<file path="config.mk">
export PLATFORM = sky130hd
export DESIGN_NAME = xor128_rng_arbiter
export DESIGN_NICKNAME = d
export VERILOG_FILES = /design/src/rtl/xor128_rng_arbiter.sv
export SDC_FILE = /design/constraint.sdc
export NUM_CORES = 1
export LEC_CHECK = 0
export CORE_MARGIN = 2
export CORE_UTILIZATION = 45
export CTS_BUF_LIST = sky130_fd_sc_hd__clkbuf_2 sky130_fd_sc_hd__clkbuf_4 sky130_fd_sc_hd__clkbuf_8
export DETAILED_ROUTE_END_ITERATION = 10
export PLACE_DENSITY = 0.71
export SLEW_MARGIN = 20
export SYNTH_ARGS = -nofsm -noshare
export SYNTH_HDL_FRONTEND = slang
export SYNTH_SLANG_ARGS = --single-unit
</file>
<file path="constraint.sdc">
create_clock -name iClk -period 3.5 [get_ports iClk]
set_clock_uncertainty 0.15 [all_clocks]
set_input_delay 0.7 -clock iClk [delete_from_list [all_inputs] [get_ports iClk]]
set_output_delay 0.7 -clock iClk [all_outputs]
set_load 0.05 [all_outputs]
</file>
<file path="src/rtl/xor128_rng_arbiter.sv">
// Shared xorshift128 source, handed out round-robin to NREQ requesters.
// Optional statistics ports (ack count, starvation flags) under RNG_ARB_STAT_EN.
module xor128_rng_arbiter #(
    parameter int          NREQ   = 4,
    parameter int          WARMUP = 16,
    parameter logic [31:0] SEED0  = 32'd123456789,
    parameter logic [31:0] SEED1  = 32'd362436069,
    parameter logic [31:0] SEED2  = 32'd521288629,
    parameter logic [31:0] SEED3  = 32'd88675123
) (
    input  logic              iClk,
    input  logic              iRst_n,
    input  logic [NREQ-1:0]   iReq,
    output logic [NREQ-1:0]   oAck,
    output logic [31:0]       oData,
    input  logic              iSeedLoad,
    input  logic [127:0]      iSeed,
    output logic              oBusy
`ifdef RNG_ARB_STAT_EN
    ,
    output logic [31:0]       oCount,
    output logic [NREQ-1:0]   oStarve
`endif
);

    localparam int PW = (NREQ > 1) ? $clog2(NREQ) : 1;
    localparam int CW = (WARMUP > 1) ? $clog2(WARMUP) : 1;
    localparam logic [CW-1:0] WLAST   = CW'((WARMUP > 0) ? WARMUP - 1 : 0);
    localparam logic [PW-1:0] PTR_RST = PW'(NREQ - 1);

    typedef enum logic {S_WARM, S_RUN} state_t;
    localparam state_t S_INIT = (WARMUP == 0) ? S_RUN : S_WARM;

    state_t          r_state, w_state_nxt;
    logic [31:0]     r_x, r_y, r_z, r_w;
    logic [CW-1:0]   r_warm;
    logic [PW-1:0]   r_ptr;
    logic [NREQ-1:0] r_ack;
    logic [31:0]     r_data;

    logic [31:0]     w_t, w_wn;
    logic            w_step, w_grant, w_any;
    logic [PW-1:0]   w_win;
    logic [NREQ-1:0] w_onehot;
    int              w_idx;

    assign w_t  = r_x ^ (r_x << 11);
    assign w_wn = r_w ^ (r_w >> 19) ^ w_t ^ (w_t >> 8);

    // Walk from farthest to nearest so the last hit is the first set bit after r_ptr.
    always_comb begin
        w_win    = r_ptr;
        w_any    = 1'b0;
        w_idx    = 0;
        w_onehot = '0;
        for (int k = NREQ; k >= 1; k--) begin
            w_idx = int'(r_ptr) + k;
            if (w_idx >= NREQ) w_idx = w_idx - NREQ;
            if (iReq[w_idx]) begin
                w_win = PW'(w_idx);
                w_any = 1'b1;
            end
        end
        w_onehot[w_win] = 1'b1;
    end

    always_comb begin
        w_state_nxt = r_state;
        w_step      = 1'b0;
        w_grant     = 1'b0;
        if (iSeedLoad) begin
            w_state_nxt = S_INIT;
        end else begin
            case (r_state)
                S_WARM: begin
                    w_step = 1'b1;
                    if (r_warm == WLAST) w_state_nxt = S_RUN;
                end
                S_RUN: begin
                    w_step  = w_any;
                    w_grant = w_any;
                end
                default: w_state_nxt = S_INIT;
            endcase
        end
    end

    always_ff @(posedge iClk or negedge iRst_n) begin
        if (!iRst_n) begin
            r_state <= S_INIT;
            r_x     <= SEED0;
            r_y     <= SEED1;
            r_z     <= SEED2;
            r_w     <= SEED3;
            r_warm  <= '0;
            r_ptr   <= PTR_RST;
            r_ack   <= '0;
            r_data  <= '0;
        end else begin
            r_state <= w_state_nxt;
            r_ack   <= '0;
            if (iSeedLoad) begin
                // All-zero state is a fixed point of the generator; fall back to defaults.
                if (iSeed == '0) {r_w, r_z, r_y, r_x} <= {SEED3, SEED2, SEED1, SEED0};
                else             {r_w, r_z, r_y, r_x} <= iSeed;
                r_warm <= '0;
            end else begin
                if (w_step) begin
                    r_x <= r_y;
                    r_y <= r_z;
                    r_z <= r_w;
                    r_w <= w_wn;
                end
                if (r_state == S_WARM) r_warm <= r_warm + 1'b1;
                if (w_grant) begin
                    r_ack  <= w_onehot;
                    r_data <= w_wn;
                    r_ptr  <= w_win;
                end
            end
        end
    end

    assign oAck  = r_ack;
    assign oData = r_data;
    assign oBusy = (r_state == S_WARM);

`ifdef RNG_ARB_STAT_EN
    localparam int SW = $clog2(NREQ + 2);
    localparam logic [SW-1:0] WAIT_SAT = SW'(NREQ + 1);
    localparam logic [SW-1:0] WAIT_LIM = SW'(NREQ);

    logic [31:0]     r_count;
    logic [NREQ-1:0] r_starve;
    logic [SW-1:0]   r_wait [NREQ];

    always_ff @(posedge iClk or negedge iRst_n) begin
        if (!iRst_n) begin
            r_count  <= '0;
            r_starve <= '0;
            for (int i = 0; i < NREQ; i++) r_wait[i] <= '0;
        end else if (iSeedLoad) begin
            r_count  <= '0;
            r_starve <= '0;
            for (int i = 0; i < NREQ; i++) r_wait[i] <= '0;
        end else begin
            if (w_grant) r_count <= r_count + 32'd1;
            for (int i = 0; i < NREQ; i++) begin
                if (r_state == S_RUN && iReq[i] && !(w_grant && w_win == PW'(i))) begin
                    if (r_wait[i] != WAIT_SAT) r_wait[i] <= r_wait[i] + 1'b1;
                    r_starve[i] <= (r_wait[i] >= WAIT_LIM);
                end else begin
                    r_wait[i]   <= '0;
                    r_starve[i] <= 1'b0;
                end
            end
        end
    end

    assign oCount  = r_count;
    assign oStarve = r_starve;
`endif

endmodule

</file>
congestion_map.png
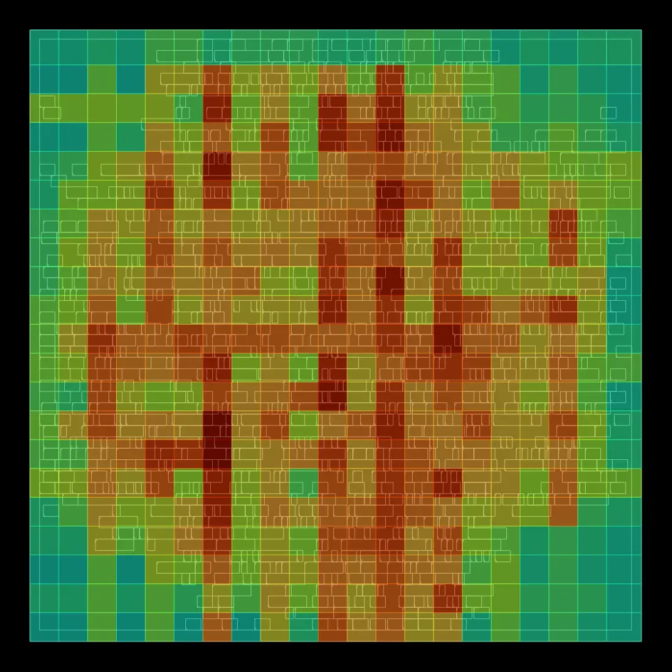
mean routed wirelength per cell: 19.8 um
routing layer with the top usage in global route: met2

closeup.png
Window x 58 to 88, y 29 to 59 um. Cells in gray, sequential cells in the stronger gray; small squares are vias.
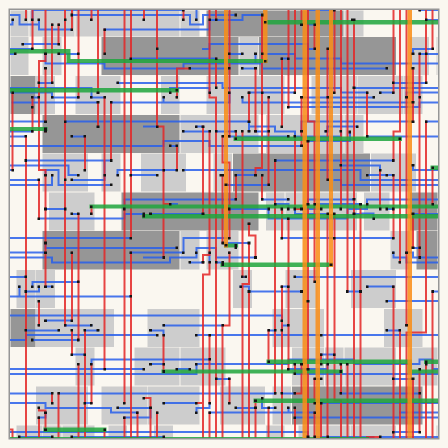
[M1] blue
[M4] orange
[M2] red
[M3] green
sequential cells in the window: 8
netlist names of flops here include: r_x (3), r_z (3), r_w (2)
cells with their middle in the window: 60
most frequent: nor2_1 (15), xnor2_1 (8), dfstp_2 (7)

==> flow_summary.rst <==
Implementation results
======================

.. list-table::
   :header-rows: 1

   * - Metric
     - Value
   * - Endpoint class of the critical path
     - register
   * - Ratio of cells with drive above 1 in the final layout
     - 15.1%
   * - Total number of warnings across the stage logs
     - 28
   * - Most frequent logic cell in the layout
     - sky130_fd_sc_hd__nor2_1
   * - FF-to-FF Start
     - r_state$_DFF_PN0_
   * - Critical path required time
     - 3720 ps
   * - Power of the sequential group
     - 2770 uW
   * - Max transition margin
     - 41.8%
   * - Count of unique library cells instantiated by Yosys
     - 37
   * - Synth Area in Simple Gates
     - 16.9%
   * - Non-clock buffers, area share
     - 17.4%
   * - Logic depth of the worst path, buffers included
     - 7
   * - Register share of total power
     - 45.3%
   * - Antenna diodes
     - 0
   * - Endpoint of the worst register-to-register path
     - r_x[25]$_DFFE_PN1P_
   * - Number of buffers inserted by port buffering
     - 171
   * - Pre-placement core utilization
     - 45.5%
   * - Dominant combinational family
     - simple AND/OR/NAND/NOR gates
   * - Bufs w/o clock
     - 199
   * - Chip area from the yosys synthesis statistics
     - 9120 um^2
   * - Vias in the first global route
     - 7496
   * - VDD IR max
     - 263 uV
   * - Clock tree from TritonCTS
     - yes
   * - Post-synthesis sequential area ratio
     - 47.8%
   * - Clock sink count
     - 171
   * - Number of cell instances after yosys synthesis
     - 965
   * - Leakage power of the design
     - 0.00498 uW
   * - Count of hold-fix buffers inserted at cts
     - 1
   * - Share of cell area taken by multi-input logic gates
     - 37.1%
   * - Run status
     - finished clean
   * - Portion of netlist area occupied by mux cells
     - 5.71%
   * - NumNets Final
     - 1261
   * - Internal power
     - 3820 uW
   * - Wire length on met1
     - 12.3 mm
   * - Layout clock buffers
     - 18
   * - Post-synthesis net count
     - 1101
   * - Fraction of registers with async set/reset
     - 100%
   * - Clock slew seen by the registers of the worst setup and hold paths
     - 90 ps
   * - Xor/xnor share
     - 7.97%
   * - Comb power frac
     - 33.2%
   * - Topmost layer with routed signal wires
     - met4
   * - Count leader, synth
     - sky130_fd_sc_hd__nor2_1
   * - Number of pins with negative max-slew slack in the final report
     - 0
   * - Number of routed nets with antenna violations
     - 0
   * - Fa+ha+maj area frac
     - 0.137%
   * - Family with the most delay on the worst path
     - simple AND/OR/NAND/NOR gates
   * - DRC violations left
     - 0
   * - Total Power
     - 6110 uW
   * - Worst setup path end
     - r_x[22]$_DFFE_PN1P_
   * - Storage cell area
     - 4360 um^2
   * - Antenna violations before repair
     - 0
   * - Root Buffer Master
     - sky130_fd_sc_hd__clkbuf_8
   * - Syn-to-layout area delta
     - 27.2%
   * - Die area
     - 21400 um^2
   * - Cells resized by post-CTS repair
     - 0
   * - Biggest area consumer among synthesized cells
     - sky130_fd_sc_hd__dfrtp_1
   * - Met2 routed wirelength
     - 12.6 mm
   * - CP max-delay cell
     - sky130_fd_sc_hd__nor4_1
   * - Worst path bufs/invs
     - 2
   * - Most frequent cells in the layout
     - sky130_fd_sc_hd__nor2_1 (194), sky130_fd_sc_hd__clkdlybuf4s50_1 (169), sky130_fd_sc_hd__dfrtp_1 (108)
   * - Number of cells traversed by the worst register-to-register path
     - 5
   * - Top-level I/O count
     - 172
   * - Register-to-register setup slack
     - 1410 ps
   * - Overflow left after global routing
     - 0
   * - Setup repair after global routing missed its margin
     - no
   * - Worst path setup slack after routing
     - 166 ps
   * - Leading cell types by total area after synthesis
     - sky130_fd_sc_hd__dfrtp_1 (30%), sky130_fd_sc_hd__dfstp_2 (18%), sky130_fd_sc_hd__nor2_1 (8.0%)
   * - Data arrival time at the worst-slack endpoint
     - 3560 ps
   * - Tapcell Cnt
     - 270
   * - Routed wl met3
     - 2.08 mm
   * - Sequential cell area share
     - 37.6%
route_heat.png
Drawn at 2 px/um. 29 x 29 tiles, from white (low) to dark blue (high), scaled to the fullest tile. Values are wire area over tile area, all layers added.
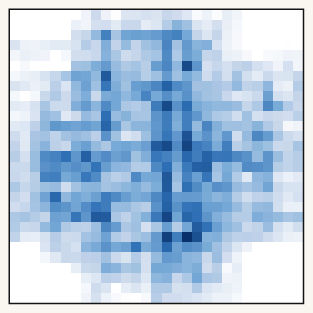
densest ninth of the die: middle
fullest tile: 0.66
mean over tiles: 0.21
nearly empty tiles: 15%
tiles over half the peak: 24%
combined global-route utilization of all metal layers: 26.5%
Vias: 7848
total length of routed wires: 27.9 mm

gates.png
Drawn at 4 px/um.
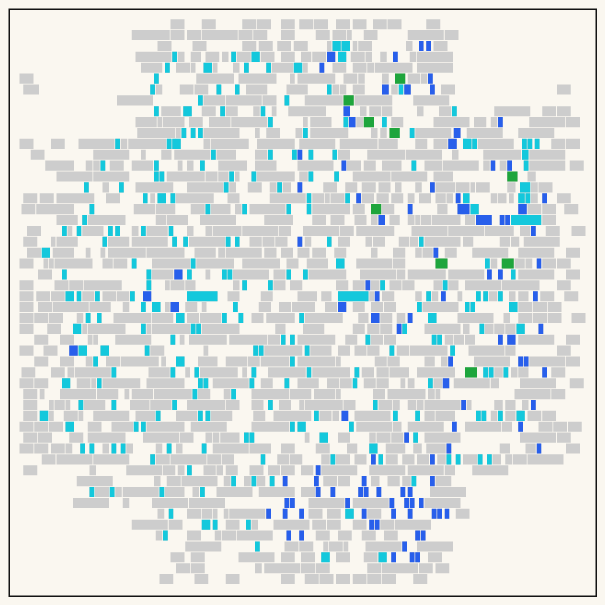
[nor cells] cyan | cells: 235 | most used: nor2_1
[non-inverting ao/oa cells] green | cells: 9 | most used: a21o_1
[nand cells] blue | cells: 104 | most used: nand2_1

No activity file was given, so power comes from the tool's default toggle rates.
